==> src/rtl/dm_arb.sv <==
// Two-port arbiter for the single-port data memory: round-robin between CPU (port 0)
// and debug (port 1), with a debug exclusive lock and 1-cycle read-return routing.
module dm_arb #(
    parameter int WIDTH  = 16,
    parameter int AWIDTH = 8
) (
    input  logic              clk,
    input  logic              rst,
    input  logic              req0,
    input  logic              we0,
    input  logic [AWIDTH-1:0] addr0,
    input  logic [WIDTH-1:0]  wdata0,
    input  logic              req1,
    input  logic              we1,
    input  logic [AWIDTH-1:0] addr1,
    input  logic [WIDTH-1:0]  wdata1,
    input  logic              lock1,
    output logic              gnt0,
    output logic              gnt1,
    output logic              stall0,
    output logic              rvalid0,
    output logic              rvalid1,
    output logic [WIDTH-1:0]  rdata,
    output logic              locked,
    output logic              mem_en,
    output logic              mem_we,
    output logic [AWIDTH-1:0] mem_addr,
    output logic [WIDTH-1:0]  mem_wdata,
    input  logic [WIDTH-1:0]  mem_rdata
);

    // Handshake: a requester holds req/we/addr/wdata stable until it sees gnt high
    // in a cycle; gnt is a one-cycle acceptance and a new request may follow at once.

    logic last;
    logic lock_held;
    logic rd_pend;
    logic rd_tag;

    logic elig0, elig1;
    logic win0, win1;
    logic rd_issue;

    always_comb begin
        elig0 = req0 & ~lock_held;
        elig1 = req1;
        // On a tie the port that did not win last time goes first.
        win0  = elig0 & (~elig1 | last);
        win1  = elig1 & (~elig0 | ~last);
    end

    always_comb begin
        gnt0      = 1'b0;
        gnt1      = 1'b0;
        stall0    = 1'b0;
        mem_en    = 1'b0;
        mem_we    = 1'b0;
        mem_addr  = '0;
        mem_wdata = '0;
        rvalid0   = 1'b0;
        rvalid1   = 1'b0;
        rdata     = '0;
        locked    = 1'b0;
        if (!rst) begin
            gnt0   = win0;
            gnt1   = win1;
            stall0 = req0 & ~win0;
            mem_en = win0 | win1;
            if (win0) begin
                mem_we    = we0;
                mem_addr  = addr0;
                mem_wdata = wdata0;
            end else if (win1) begin
                mem_we    = we1;
                mem_addr  = addr1;
                mem_wdata = wdata1;
            end
            rvalid0 = rd_pend & ~rd_tag;
            rvalid1 = rd_pend & rd_tag;
            rdata   = rd_pend ? mem_rdata : '0;
            locked  = lock_held;
        end
    end

    assign rd_issue = mem_en & ~mem_we;

    always_ff @(posedge clk or posedge rst) begin
        if (rst) begin
            last      <= 1'b1;
            lock_held <= 1'b0;
            rd_pend   <= 1'b0;
            rd_tag    <= 1'b0;
        end else begin
            if (gnt0)
                last <= 1'b0;
            else if (gnt1)
                last <= 1'b1;

            // Dropping lock1 always wins; the lock is only taken by a granted debug access.
            if (!lock1)
                lock_held <= 1'b0;
            else if (gnt1)
                lock_held <= 1'b1;

            rd_pend <= rd_issue;
            if (rd_issue)
                rd_tag <= gnt1;
        end
    end

endmodule

==> config.mk <==
export PLATFORM = sky130hd
export DESIGN_NAME = dm_arb
export DESIGN_NICKNAME = d
export VERILOG_FILES = /design/src/rtl/dm_arb.sv
export SDC_FILE = /design/constraint.sdc
export NUM_CORES = 1
export LEC_CHECK = 0
export ABC_AREA = 1
export CELL_PAD_IN_SITES_DETAIL_PLACEMENT = 0
export CELL_PAD_IN_SITES_GLOBAL_PLACEMENT = 2
export CORE_MARGIN = 2
export CORE_UTILIZATION = 10
export DETAILED_ROUTE_END_ITERATION = 16
export PLACE_DENSITY_LB_ADDON = 0.1
export SLEW_MARGIN = 25
export SYNTH_ARGS = -nofsm -noshare
export SYNTH_HDL_FRONTEND = slang
export SYNTH_SLANG_ARGS = --single-unit
export TNS_END_PERCENT = 30
==> constraint.sdc <==
create_clock -name clk -period 2.5 [get_ports clk]
set_clock_uncertainty 0.15 [all_clocks]
set_input_delay 0.75 -clock clk [delete_from_list [all_inputs] [get_ports clk]]
set_output_delay 0.75 -clock clk [all_outputs]
set_load 0.1 [all_outputs]
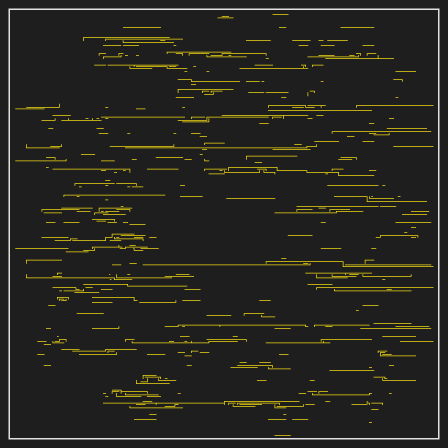
Fig. 1. The metal 1 layer.
The longest straight run is 38.0 um. The layer holds 41% of the routed length.
vias: 1,422
drt total wl: 4.558 mm

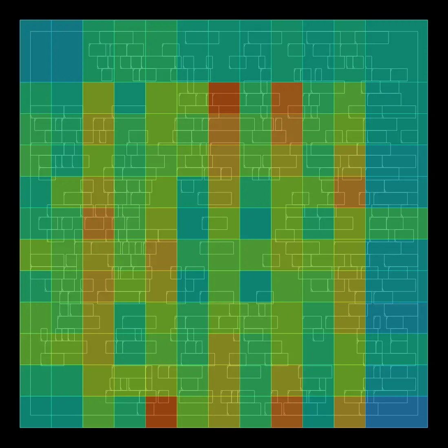
Fig. 2. Track usage over the die.
Avg WL per Cell: 11.63 um
post-layout util: 47.18%

==> impl_metrics.py <==
# Synthesis and PnR figures
metrics = {
    "grt": {
        "grt_util_met2_pct": 19.45,
        "grt_pass1_wl_mm": 6.851,
        "antenna_found_initial": 0,
        "overflow": 0,
        "busiest_layer": "met2",
        "track_usage_pct": 10.95,
        "grt_use_met3_pct": 1.570,
        "grt_pass1_vias": 1386,
        "grt_max_degree": 20,
        "grt_util_met1_pct": 14.24,
    },
    "synth": {
        "syn_area_per_cell_um2": 4.979,
        "fp_nets": 218,
        "yosys.stat.seqShare_pct": 13.85,
        "yosys_warnings": 0,
        "synthesis.area_um2": 732.0,
        "ys_types": 20,
        "top_area_cell": "nand2_1",
        "synth-seq-cells": 4,
        "yosys_area_um2": 732.0,
        "yosys_cells": 147,
        "top_cells_by_area": "nand2_1 (47%), dfrtp_1 (10%), nor2_1 (9.7%)",
        "yosysTopAreaCellShare_pct": 47.18,
        "syn-instance-count": 147,
    },
    "power_and_ir_drop": {
        "power_leader": "combinational logic",
        "internal_power_mw": 0.6014,
        "power_mw": 1.222,
        "p_per_area_nw_per_um2": 360.8,
        "power.sequential.total_mw": 0.0858,
        "combPwrFrac_pct": 81.3,
        "ir_drop_mv": 0.3198,
        "swShare_pct": 50.77,
        "leakage_nw": 1.516,
        "p_seq_share_pct": 7.0,
        "power.net_switching_mw": 0.6203,
        "comb_power_mw": 0.993,
    },
    "worst_setup_path": {
        "crit_type": "in -> out",
        "start_kind": "input port",
        "crit_slowest_cell": "buf_8",
        "rr_startpoint": "last$_DFFE_PP1P_",
        "path_cells": "buf_6 > inv_4 > nor2_4 > buf_6 > nand2_4 > inv_4 > nor2_8 > buf_8 > nand2_1 > nand2_2 > buf_12",
        "reg2reg_depth": 10,
        "crit_cells": 11,
        "cp-endpoint": "mem_wdata[5]",
        "worst_ep_arrival_time_ns": 1.79,
        "reg2reg_to": "rd_tag$_DFFE_PP0P_",
        "required_ns": 1.60,
        "crit_path_max_fanout": 9,
        "slowest_delay_ns": 0.17,
        "timing.critical_path.from": "req0",
        "rrSetupSlack_ns": 0.84,
        "path_buffers": 6,
        "endpoint_kind": "output port",
        "crit_family": "buffers and inverters",
    },
    "routing": {
        "wl_met2_mm": 2.390,
        "firstDrtPassIters": 3,
        "ant_nets": 0,
        "drt_iter0_drc": 21,
        "dr_wl_met3_um": 313,
        "drc_errors": 0,
        "wl_met1_mm": 1.849,
        "routed.top_layer": "met4",
        "avgViaCountPerCell": 3.628,
    },
    "floorplanning": {
        "die_w_um": 89.56,
        "core-area_um2": 7176,
        "io_pins": 119,
        "initial_core_util_pct": 10.20,
        "dieArea_um2": 8020,
        "dieHeight_um": 89.56,
        "rows": 31,
    },
    "place": {
        "placed_cell_area_um2": 2924,
        "gp_congestion": 0.6914,
        "hpwlAfterDp_mm": 3.518,
        "place.port_buffers": 118,
    },
    "timing": {
        "setup_viol": 27,
        "slew_violations": 0,
        "tightest_slew_ns": 0.3383,
        "fmax_ghz": 0.3713,
        "max_slew_margin_pct": 77.44,
        "rsz0062_at_grt": "yes",
        "holdWs_ns": 0.3992,
        "layout_min_cycle_time_ns": 2.693,
        "finalCritPeriodShare_pct": 107.7,
        "final.setup.worst_slack_ns": -0.1930,
        "final_hold_viol_count": 0,
    },
    "final_layout": {
        "fin_area_um2": 3386,
        "drive_gt1_share_pct": 58.36,
        "layout.nets": 365,
        "layout_top_cell": "clkdlybuf4s50_1",
        "lay_top_cells": "clkdlybuf4s50_1 (66), buf_12 (53), nand2_1 (41)",
        "areaGrowthSynthToFinish_pct": 362.6,
        "fill_cells": 675,
        "n_antenna_cell": 0,
    },
    "min_path": {
        "hold_path_class": "in -> async",
    },
    "flow_run": {
        "drv_cap": 0,
        "tool_warnings": 29,
    },
    "cts": {
        "cts-root-buf": "clkbuf_8",
        "h-tree-depth": 1,
        "clkSlewWorstSetupHoldPaths_ns": 0.03,
        "clock-sinks": 4,
        "cts_buffers": 3,
        "cts_tree": "built",
        "cts_buffer_depth": 2,
        "postCtsHoldBufs": 0,
        "cts_repair_resize_count": 66,
        "cts_setup_buffers": 12,
    },
    "run_status": {
        "violations": "setup timing",
        "status": "finished with violations",
    },
}
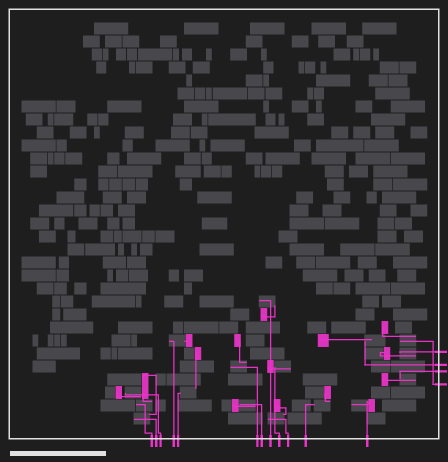
Fig. 3. Nets reached from selected ports.
Scale bar: 20 um.
Magenta stands for mem_rdata, bits 16, direction input, end cells 16, buffers 16, wire 316 um.

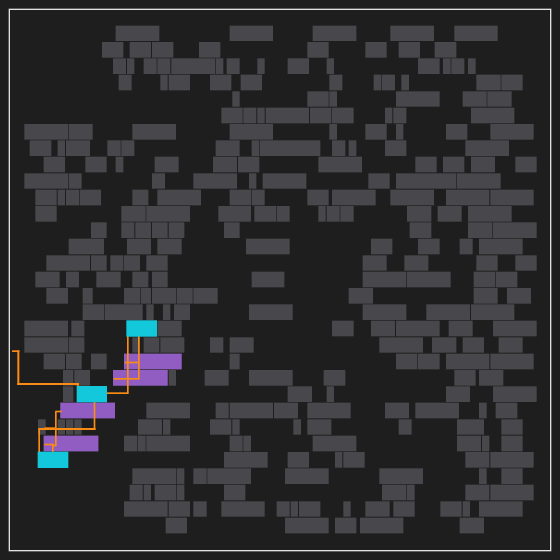
Fig. 4. Clock wires, drivers and flops.
Purple stands for flip-flops, count 4. Orange stands for clock wires, length 84.3 um. Cyan stands for clock drivers, count 3.
There are 4 routed clock nets.
Clock Latency Late Sink: 0.21 ns
clock power share: 11.7%
clk pwr: 0.143 mW

## cells in the mapped netlist, drive strengths merged
cell   count
nand2     97
nor2      21
inv        9
buf        8
nand3      4
dfrtp      3
dfstp      1
nand4      1
nor3       1
o21a       1
o21ai      1
## kinds of logic (layout without fill, tap and decap cells)
group / Yosys count / in the layout / share of synthesized area, %
buf+inv: 17 / 163 / 14.70
flops: 4 / 4 / 13.85
simple gates: 124 / 124 / 69.74
compound gates: 2 / 2 / 1.709
## worst min path at each step
stage / start / endpoint / cells after the start / slack, ns
after global placement: rd_tag$_DFFE_PP0P_ / rd_tag$_DFFE_PP0P_ / 2 / 0.39
final: rst / rd_tag$_DFFE_PP0P_ / 3 / 0.40
after detailed placement: rd_tag$_DFFE_PP0P_ / rd_tag$_DFFE_PP0P_ / 2 / 0.40
after floorplan: lock_held$_DFFE_PP0P_ / lock_held$_DFFE_PP0P_ / 1 / 0.36
after global routing: rst / rd_tag$_DFFE_PP0P_ / 3 / 0.42
after CTS: rd_tag$_DFFE_PP0P_ / rd_tag$_DFFE_PP0P_ / 2 / 0.40
## stage by stage
step	TNS, ns	util [%]	setup slack, ns	std cells
floorplan	-5.120	-	-0.1866	147
global placement	-15.58	40.75	-0.6050	375
detailed placement	-15.60	40.75	-0.6100	375
CTS	-6.263	46.91	-0.2628	394
global route	-6.131	47.18	-0.2501	392
finish	-4.377	47.18	-0.1930	392
## cell type report
class | instances | area (um^2) | share of cell area, %
timing repair buffer | 150 | 2036 | 60.13
multi-input combinational | 126 | 1036 | 30.60
tap | 99 | 123.9 | 3.659
sequential | 4 | 101.3 | 2.993
clock buffer | 4 | 45.04 | 1.330
inverter | 9 | 43.79 | 1.293
Power and IR drop assume default switching activity.
